## config.mk

```make
export PLATFORM = sky130hd
export DESIGN_NAME = cpu_ad48_run_ctrl
export DESIGN_NICKNAME = d
export VERILOG_FILES = /design/src/rtl/cpu_ad48_run_ctrl.sv
export SDC_FILE = /design/constraint.sdc
export NUM_CORES = 1
export LEC_CHECK = 0
export ABC_AREA = 1
export CORE_MARGIN = 5
export CORE_UTILIZATION = 45
export DETAILED_ROUTE_END_ITERATION = 10
export PLACE_DENSITY = 0.7
export SETUP_SLACK_MARGIN = 0.4
export SYNTH_ARGS = -nofsm -noshare
export SYNTH_HDL_FRONTEND = slang
export SYNTH_SLANG_ARGS = --single-unit
```

## constraint.sdc

```tcl
create_clock -name clk -period 6.76 [get_ports clk]
set_input_delay 1.69 -clock clk [delete_from_list [all_inputs] [get_ports clk]]
set_output_delay 1.69 -clock clk [all_outputs]
set_load 0.01 [all_outputs]
```

## src/rtl/cpu_ad48_run_ctrl.sv

```systemverilog
// ---------------------------------------------------------------------------
// cpu_ad48_run_ctrl
//
// Run controller for the cpu_ad48 core. It turns start/stop/step pulses from
// the host into the core's reset and clock-enable. After a start it holds the
// core in reset for HOLD_CYCLES cycles and then releases it. It watches the
// core's halt flag and an optional enabled-cycle budget. It also counts
// enabled cycles and retired instructions.
//
// Parameters
//   HOLD_CYCLES  cycles core reset stays asserted after a start (>= 1)
//   CNT_W        width of the cycle and retire counters
//   TIMEOUT      enabled-cycle budget per run, 0 disables the budget
//
// Ports
//   clk            single clock, rising edge
//   rst            asynchronous active-high reset
//   start_i        pulse: IDLE/DONE -> reset core and run; PAUSE -> resume
//   stop_i         pulse: RUN -> PAUSE
//   step_i         pulse: PAUSE -> one enabled cycle
//   core_halt_i    core halt level (sticky in the core)
//   core_retire_i  one-cycle pulse per retired instruction
//   core_rst_o     active-high reset to the core
//   core_en_o      core clock enable / stall_n
//   busy_o         state is HOLD, RUN, STEP or PAUSE
//   done_o         state is DONE
//   timeout_o      the last run ended because the budget was used up
//   cycle_cnt_o    enabled-cycle count (saturating)
//   retire_cnt_o   retired-instruction count (saturating)
//   state_o        IDLE=0 HOLD=1 RUN=2 STEP=3 PAUSE=4 DONE=5
// ---------------------------------------------------------------------------
module cpu_ad48_run_ctrl #(
    parameter int unsigned HOLD_CYCLES = 4,
    parameter int unsigned CNT_W       = 32,
    parameter int unsigned TIMEOUT     = 0
) (
    input  logic             clk,
    input  logic             rst,
    input  logic             start_i,
    input  logic             stop_i,
    input  logic             step_i,
    input  logic             core_halt_i,
    input  logic             core_retire_i,
    output logic             core_rst_o,
    output logic             core_en_o,
    output logic             busy_o,
    output logic             done_o,
    output logic             timeout_o,
    output logic [CNT_W-1:0] cycle_cnt_o,
    output logic [CNT_W-1:0] retire_cnt_o,
    output logic [2:0]       state_o
);

    localparam logic [2:0] ST_IDLE  = 3'd0;
    localparam logic [2:0] ST_HOLD  = 3'd1;
    localparam logic [2:0] ST_RUN   = 3'd2;
    localparam logic [2:0] ST_STEP  = 3'd3;
    localparam logic [2:0] ST_PAUSE = 3'd4;
    localparam logic [2:0] ST_DONE  = 3'd5;

    // The hold counter is loaded with HOLD_CYCLES-1 and counts down to zero.
    // This keeps HOLD visible for exactly HOLD_CYCLES cycles.
    localparam int unsigned HOLD_W    = (HOLD_CYCLES > 1) ? $clog2(HOLD_CYCLES) : 1;
    localparam logic [HOLD_W-1:0] HOLD_LOAD = HOLD_W'(HOLD_CYCLES - 1);

    localparam logic [CNT_W-1:0] CNT_MAX = {CNT_W{1'b1}};

    // A budget larger than the counter can ever show would never be reached.
    // Such a budget is treated as disabled instead of being truncated.
    localparam bit TO_FITS   = (CNT_W >= 32) ? 1'b1 : ((TIMEOUT >> CNT_W) == 0);
    localparam bit BUDGET_ON = (TIMEOUT != 0) && TO_FITS;
    localparam logic [CNT_W-1:0] TIMEOUT_C = CNT_W'(TIMEOUT);

    logic [2:0]        state_q,   state_d;
    logic [HOLD_W-1:0] hold_q,    hold_d;
    logic [CNT_W-1:0]  cycle_q,   cycle_d;
    logic [CNT_W-1:0]  retire_q,  retire_d;
    logic              timeout_q, timeout_d;

    logic              en;
    logic [CNT_W-1:0]  cycle_inc;
    logic [CNT_W-1:0]  retire_inc;
    logic              budget_hit;

    // The core enable is decoded from the state register. Everything that
    // "counts this edge" therefore refers to the state the core was actually in.
    assign en = (state_q == ST_RUN) || (state_q == ST_STEP);

    assign cycle_inc  = (cycle_q  == CNT_MAX) ? cycle_q  : cycle_q  + 1'b1;
    assign retire_inc = (retire_q == CNT_MAX) ? retire_q : retire_q + 1'b1;

    // The budget is compared against the count this edge produces. The core
    // therefore gets exactly TIMEOUT enabled cycles.
    assign budget_hit = BUDGET_ON && en && (cycle_inc == TIMEOUT_C);

    always_comb begin
        state_d   = state_q;
        hold_d    = hold_q;
        cycle_d   = cycle_q;
        retire_d  = retire_q;
        timeout_d = timeout_q;

        if (en) begin
            cycle_d = cycle_inc;
            if (core_retire_i) begin
                retire_d = retire_inc;
            end
        end

        case (state_q)
            ST_IDLE, ST_DONE: begin
                if (start_i) begin
                    state_d   = ST_HOLD;
                    hold_d    = HOLD_LOAD;
                    cycle_d   = '0;
                    retire_d  = '0;
                    timeout_d = 1'b0;
                end
            end

            ST_HOLD: begin
                if (hold_q == '0) begin
                    state_d = ST_RUN;
                end else begin
                    hold_d = hold_q - 1'b1;
                end
            end

            ST_RUN: begin
                // A halt wins over the budget. If both happen on the same
                // edge, the run ended normally.
                if (core_halt_i) begin
                    state_d = ST_DONE;
                end else if (budget_hit) begin
                    state_d   = ST_DONE;
                    timeout_d = 1'b1;
                end else if (stop_i) begin
                    state_d = ST_PAUSE;
                end
            end

            ST_STEP: begin
                if (core_halt_i) begin
                    state_d = ST_DONE;
                end else if (budget_hit) begin
                    state_d   = ST_DONE;
                    timeout_d = 1'b1;
                end else begin
                    state_d = ST_PAUSE;
                end
            end

            ST_PAUSE: begin
                // If start and step arrive together, start wins.
                if (core_halt_i) begin
                    state_d = ST_DONE;
                end else if (start_i) begin
                    state_d = ST_RUN;
                end else if (step_i) begin
                    state_d = ST_STEP;
                end
            end

            default: begin
                state_d = ST_IDLE;
            end
        endcase
    end

    always_ff @(posedge clk or posedge rst) begin
        if (rst) begin
            state_q   <= ST_IDLE;
            hold_q    <= '0;
            cycle_q   <= '0;
            retire_q  <= '0;
            timeout_q <= 1'b0;
        end else begin
            state_q   <= state_d;
            hold_q    <= hold_d;
            cycle_q   <= cycle_d;
            retire_q  <= retire_d;
            timeout_q <= timeout_d;
        end
    end

    // Because rst clears state_q asynchronously, core_rst_o also rises
    // without waiting for a clock edge.
    assign core_rst_o   = (state_q == ST_IDLE) || (state_q == ST_HOLD);
    assign core_en_o    = en;
    assign busy_o       = (state_q == ST_HOLD) || (state_q == ST_RUN) ||
                          (state_q == ST_STEP) || (state_q == ST_PAUSE);
    assign done_o       = (state_q == ST_DONE);
    assign timeout_o    = timeout_q;
    assign cycle_cnt_o  = cycle_q;
    assign retire_cnt_o = retire_q;
    assign state_o      = state_q;

endmodule

```

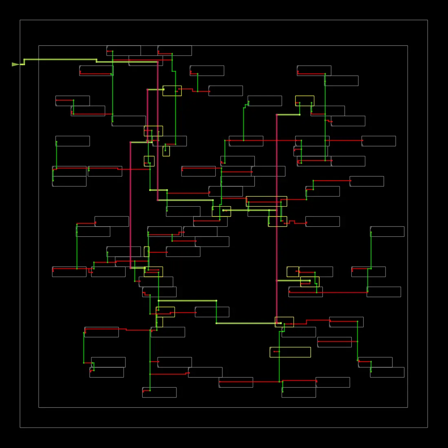
(run_1/final_clocks.png)
clock group total power: 0.000381 W
Clock Sinks: 69

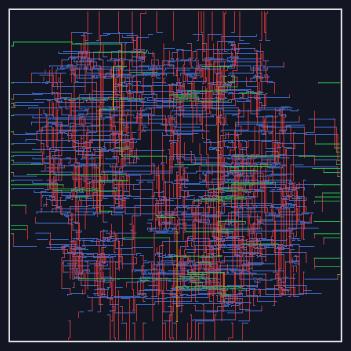
(run_1/metal_stack.png)
Drawn at 3 px/micron.
- met3: green (wire length 835 microns)
- met1: blue (wire length 5730 microns)
- met4: orange (wire length 182 microns)
- met2: red (wire length 5910 microns)
DR WL/cell: 13.8 microns
total via count in the routed design: 4717
Total GRT Usage: 0.216

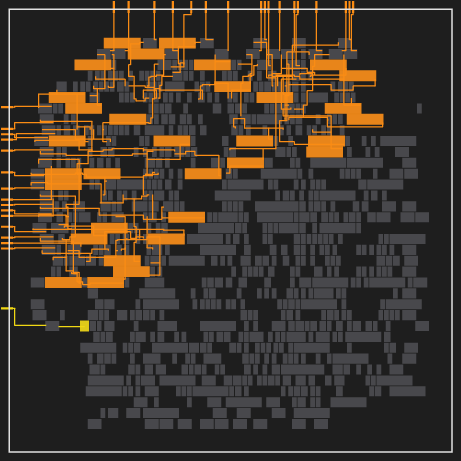
(run_1/port_nets.png)
Drawn at 4 px/micron.
- cycle_cnt_o: orange (bits 32; direction output; end cells 32; wire 1610 microns)
- stop_i: yellow (bits 1; direction input; end cells 1; wire 19.2 microns)
io pins: 79
IO Port Bufs: 77

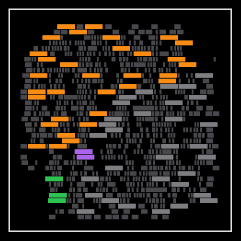
(run_1/registers.png)
Drawn at 2 px/micron.
- hold_q: purple (sequential cells 2)
- state_o: green (sequential cells 3)
- cycle_cnt_o: orange (sequential cells 32)
Sequential Area: 1730 sq um
final core utilization: 0.575
share of the final layout cell area in sequential cells: 0.307

==> results.txt, run 1 <==
Numbers from the implementation run.

The flow ran to the end, and the final reports show no timing, DRC or antenna violations. The most critical min-delay path falls under reg2reg. The share of synthesized area spent on multiplexers is 0. The cell-mix breakdown from Yosys lists the simple-gate area share as 0.432. The chip area line in the Yosys stat output reads 4530 sq um. For this run, the final setup violation count is recorded as 0. CTS reports a maximum clock tree buffer depth of 2. The post-synthesis compound-gate area fraction is 0.0713. The predominant post-synthesis flop cell is sky130_fd_sc_hd__dfrtp_1.

The biggest slice of the total power is consumed by registers. The highest metal layer with signal wires is met4. STA lists the maximum fanout along the critical path as 11. Per the OpenROAD power report, leakage power amounts to 2.49 nW. The maximum vdd drop is between 0.15 and 0.2 mV. The depth of the worst hold-timing path is 1.

The element type at the critical path start is a flip-flop. The number of signal-net inverters in the final layout is 102. The total stage count of the critical path is 4. The wire length the detailed router placed on met1 is 5730 microns. The top cell family by delay on the critical path is buffers and inverters. After floorplanning, the core was divided into 36 placement rows. Of the total power, the clock network draws 0.296. Per the synth stats, the proportion of register bits with asynchronous set or reset is 1.00. The number of endpoints with negative hold slack in the final report is 0. For this run, the slowest stage of the critical path takes 570 ps. The data arrival at the endpoint of the critical path is 2060 ps. The destination of the worst hold path is hold_q[0].

The detailed router finished its first iteration with 318 violations. The internal power of the cells is between 0.0008 and 0.0009 W. The number of antenna violations at the first check in global routing came to 0.

The routed layout reports a DRC error count of 0. The logs give a warning total of 26. Across all hold checks on the routed design, the worst slack comes to 479 ps. The routed wire length is 12700 microns.
## Run 2: what changed since run 1
--- a/config.mk
+++ b/config.mk
@@ -9,7 +9,7 @@
 export CORE_MARGIN = 5
 export CORE_UTILIZATION = 45
 export DETAILED_ROUTE_END_ITERATION = 10
-export PLACE_DENSITY = 0.7
+export PLACE_DENSITY = 0.72
 export SETUP_SLACK_MARGIN = 0.4
 export SYNTH_ARGS = -nofsm -noshare
 export SYNTH_HDL_FRONTEND = slang
==> constraint.sdc (replaced) <==
create_clock -name clk -period 3 [get_ports clk]
set_input_delay 0.75 -clock clk [delete_from_list [all_inputs] [get_ports clk]]
set_output_delay 0.75 -clock clk [all_outputs]
set_load 0.01 [all_outputs]
==> results.txt, run 2 <==
Numbers from the implementation run.

The path class of the tightest hold or removal check is reg2reg. The number of cells on the worst hold path is listed as 1. The proportion of power drawn by combinational gates is 0.339. The post-detailed-route DRC marker count is 0. The wire length the detailed router placed on met1 is 5720 microns. The total of endpoints with negative setup slack in the final report is 0. The element type at the critical path start is a flip-flop.

Tap insertion was completed with 133 tapcells. Summed over all cells, the static leakage comes to 2.51 nW. In the final layout, excluding clock inverters the inverter count is 102. The largest incremental delay on the critical path is between 500 and 600 ps.

On the final layout, the worst hold slack is 473 ps. The highest-power group is registers. The top cell family by delay on the critical path is buffers and inverters. The data arrival time reported for the critical path is 1740 ps. The number of antenna violations at the first check in global routing is 0. Measured on the finished design, the core utilization comes to 0.577. The predominant post-synthesis flop cell is sky130_fd_sc_hd__dfrtp_1. Counting every sink on the clock net gives around 69. The internal power of the cells is 0.00181 W. Per the layout area report, the register area comes to 1730 sq um. The destination of the worst hold path is hold_q[0]. The chip area line in the Yosys stat output reads 4530 sq um. The clock network consumes a total of 0.000802 W.

The maximum vdd drop is 0.325 mV. The routed length per placed instance is 13.5 microns. The routed layout has 4685 vias.

For reference, the final report shows the hold violation count at 0. about 80 I/O pins were placed. Per the log, the first TritonRoute iteration ended with a DRC count of approximately 290. During placement, the flow inserted port buffers numbering around 77. Total global-route track usage over all layers is 0.216. Of all nets on the critical path, the largest fanout is 6.

The critical register-to-register path endpoint is cycle_cnt_o[31]. The number of cell rows is 36. Of the total synthesized cell area, the portion taken by AND-OR and OR-AND cells is 0.0713.

The run finished with clean final reports. After synthesis, the cell types taking the most area are sky130_fd_sc_hd__dfrtp_1 38%, sky130_fd_sc_hd__nand2_1 16%, sky130_fd_sc_hd__nor2_1 13%, sky130_fd_sc_hd__inv_1 7.8%, sky130_fd_sc_hd__nand3_1 5.9%. The number of warning messages in the logs is 26.

The clock share of power is 0.281. The simple-gate area share of the yosys netlist is 0.432. The detailed router reported a total wirelength of around 12000 microns.
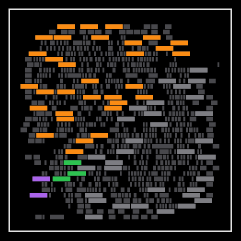
(run_2/registers.png)
Drawn at 2 px/micron.
- cycle_cnt_o: orange (sequential cells 32)
- hold_q: purple (sequential cells 2)
- state_o: green (sequential cells 3)
- not colored: 32
power in sequential cells: 0.00108 W
share of the final layout cell area in sequential cells: 0.306

## Run 3: what changed since run 2
--- a/config.mk
+++ b/config.mk
@@ -9,7 +9,7 @@
 export CORE_MARGIN = 5
 export CORE_UTILIZATION = 45
 export DETAILED_ROUTE_END_ITERATION = 10
-export PLACE_DENSITY = 0.72
+export PLACE_DENSITY = 0.7
 export SETUP_SLACK_MARGIN = 0.4
 export SYNTH_ARGS = -nofsm -noshare
 export SYNTH_HDL_FRONTEND = slang
==> constraint.sdc (replaced) <==
create_clock -name clk -period 2.5 [get_ports clk]
set_input_delay 0.625 -clock clk [delete_from_list [all_inputs] [get_ports clk]]
set_output_delay 0.625 -clock clk [all_outputs]
set_load 0.01 [all_outputs]
==> results.txt, run 3 <==
Numbers from the implementation run.

The run finished with clean final reports. The predominant post-synthesis flop cell is sky130_fd_sc_hd__dfrtp_1. Per the layout area report, the register area comes to 1730 sq um. The most critical hold endpoint after final layout shows a slack of between 400 and 500 ps.

The post-detailed-route DRC marker count is 0. The violation tally from detailed-route iteration zero is 229. All stages included, the depth of the critical timing path comes to 1. The non-clock inverters instantiated in the layout total 102. In this design, the stage delay of the slowest critical-path cell is around 590 ps. The final core utilization is 0.590.

Of all flip-flops after synthesis, the portion carrying an async set or reset was 1.00. The number of warning messages in the logs is 26. The fraction of cell area in sequential cells is reported as 0.300. The number of endpoints with negative hold slack in the final report is 0. The number of antenna violations at the first check in global routing is 0. The report gives the cell count of the worst hold path as 1. Looking at the group totals, the largest power group turns out to be registers. The highest metal layer with signal wires is met4. The critical register-to-register path endpoint is cycle_cnt_o[14]. The internal power of the cells is approximately 0.0022 W. Of the total power, combinational logic draws 0.357. In this run, power in the clock network comes to 0.000926 W. The floorplan report lists the tap cell count as 133. The min-delay analysis places its worst path in the category reg2reg.

The total of endpoints with negative setup slack in the final report is 0. In this run, the synthesized area fraction spent on and/or/nand/nor cells is recorded as 0.432. The stat command in Yosys gives a chip area of between 4000 and 5000 sq um.
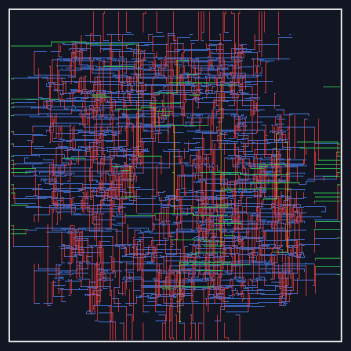
(run_3/metal_stack.png)
Drawn at 3 px/micron.
- met4: orange (wire length 223 microns)
- met1: blue (wire length 5870 microns)
- met3: green (wire length 639 microns)
- met2: red (wire length 5740 microns)
DR WL/cell: 13.4 microns
WL final: 12500 microns
total via count in the routed design: 4663
Total GRT Usage: 0.220

Power is estimated from default activity; no workload was simulated.
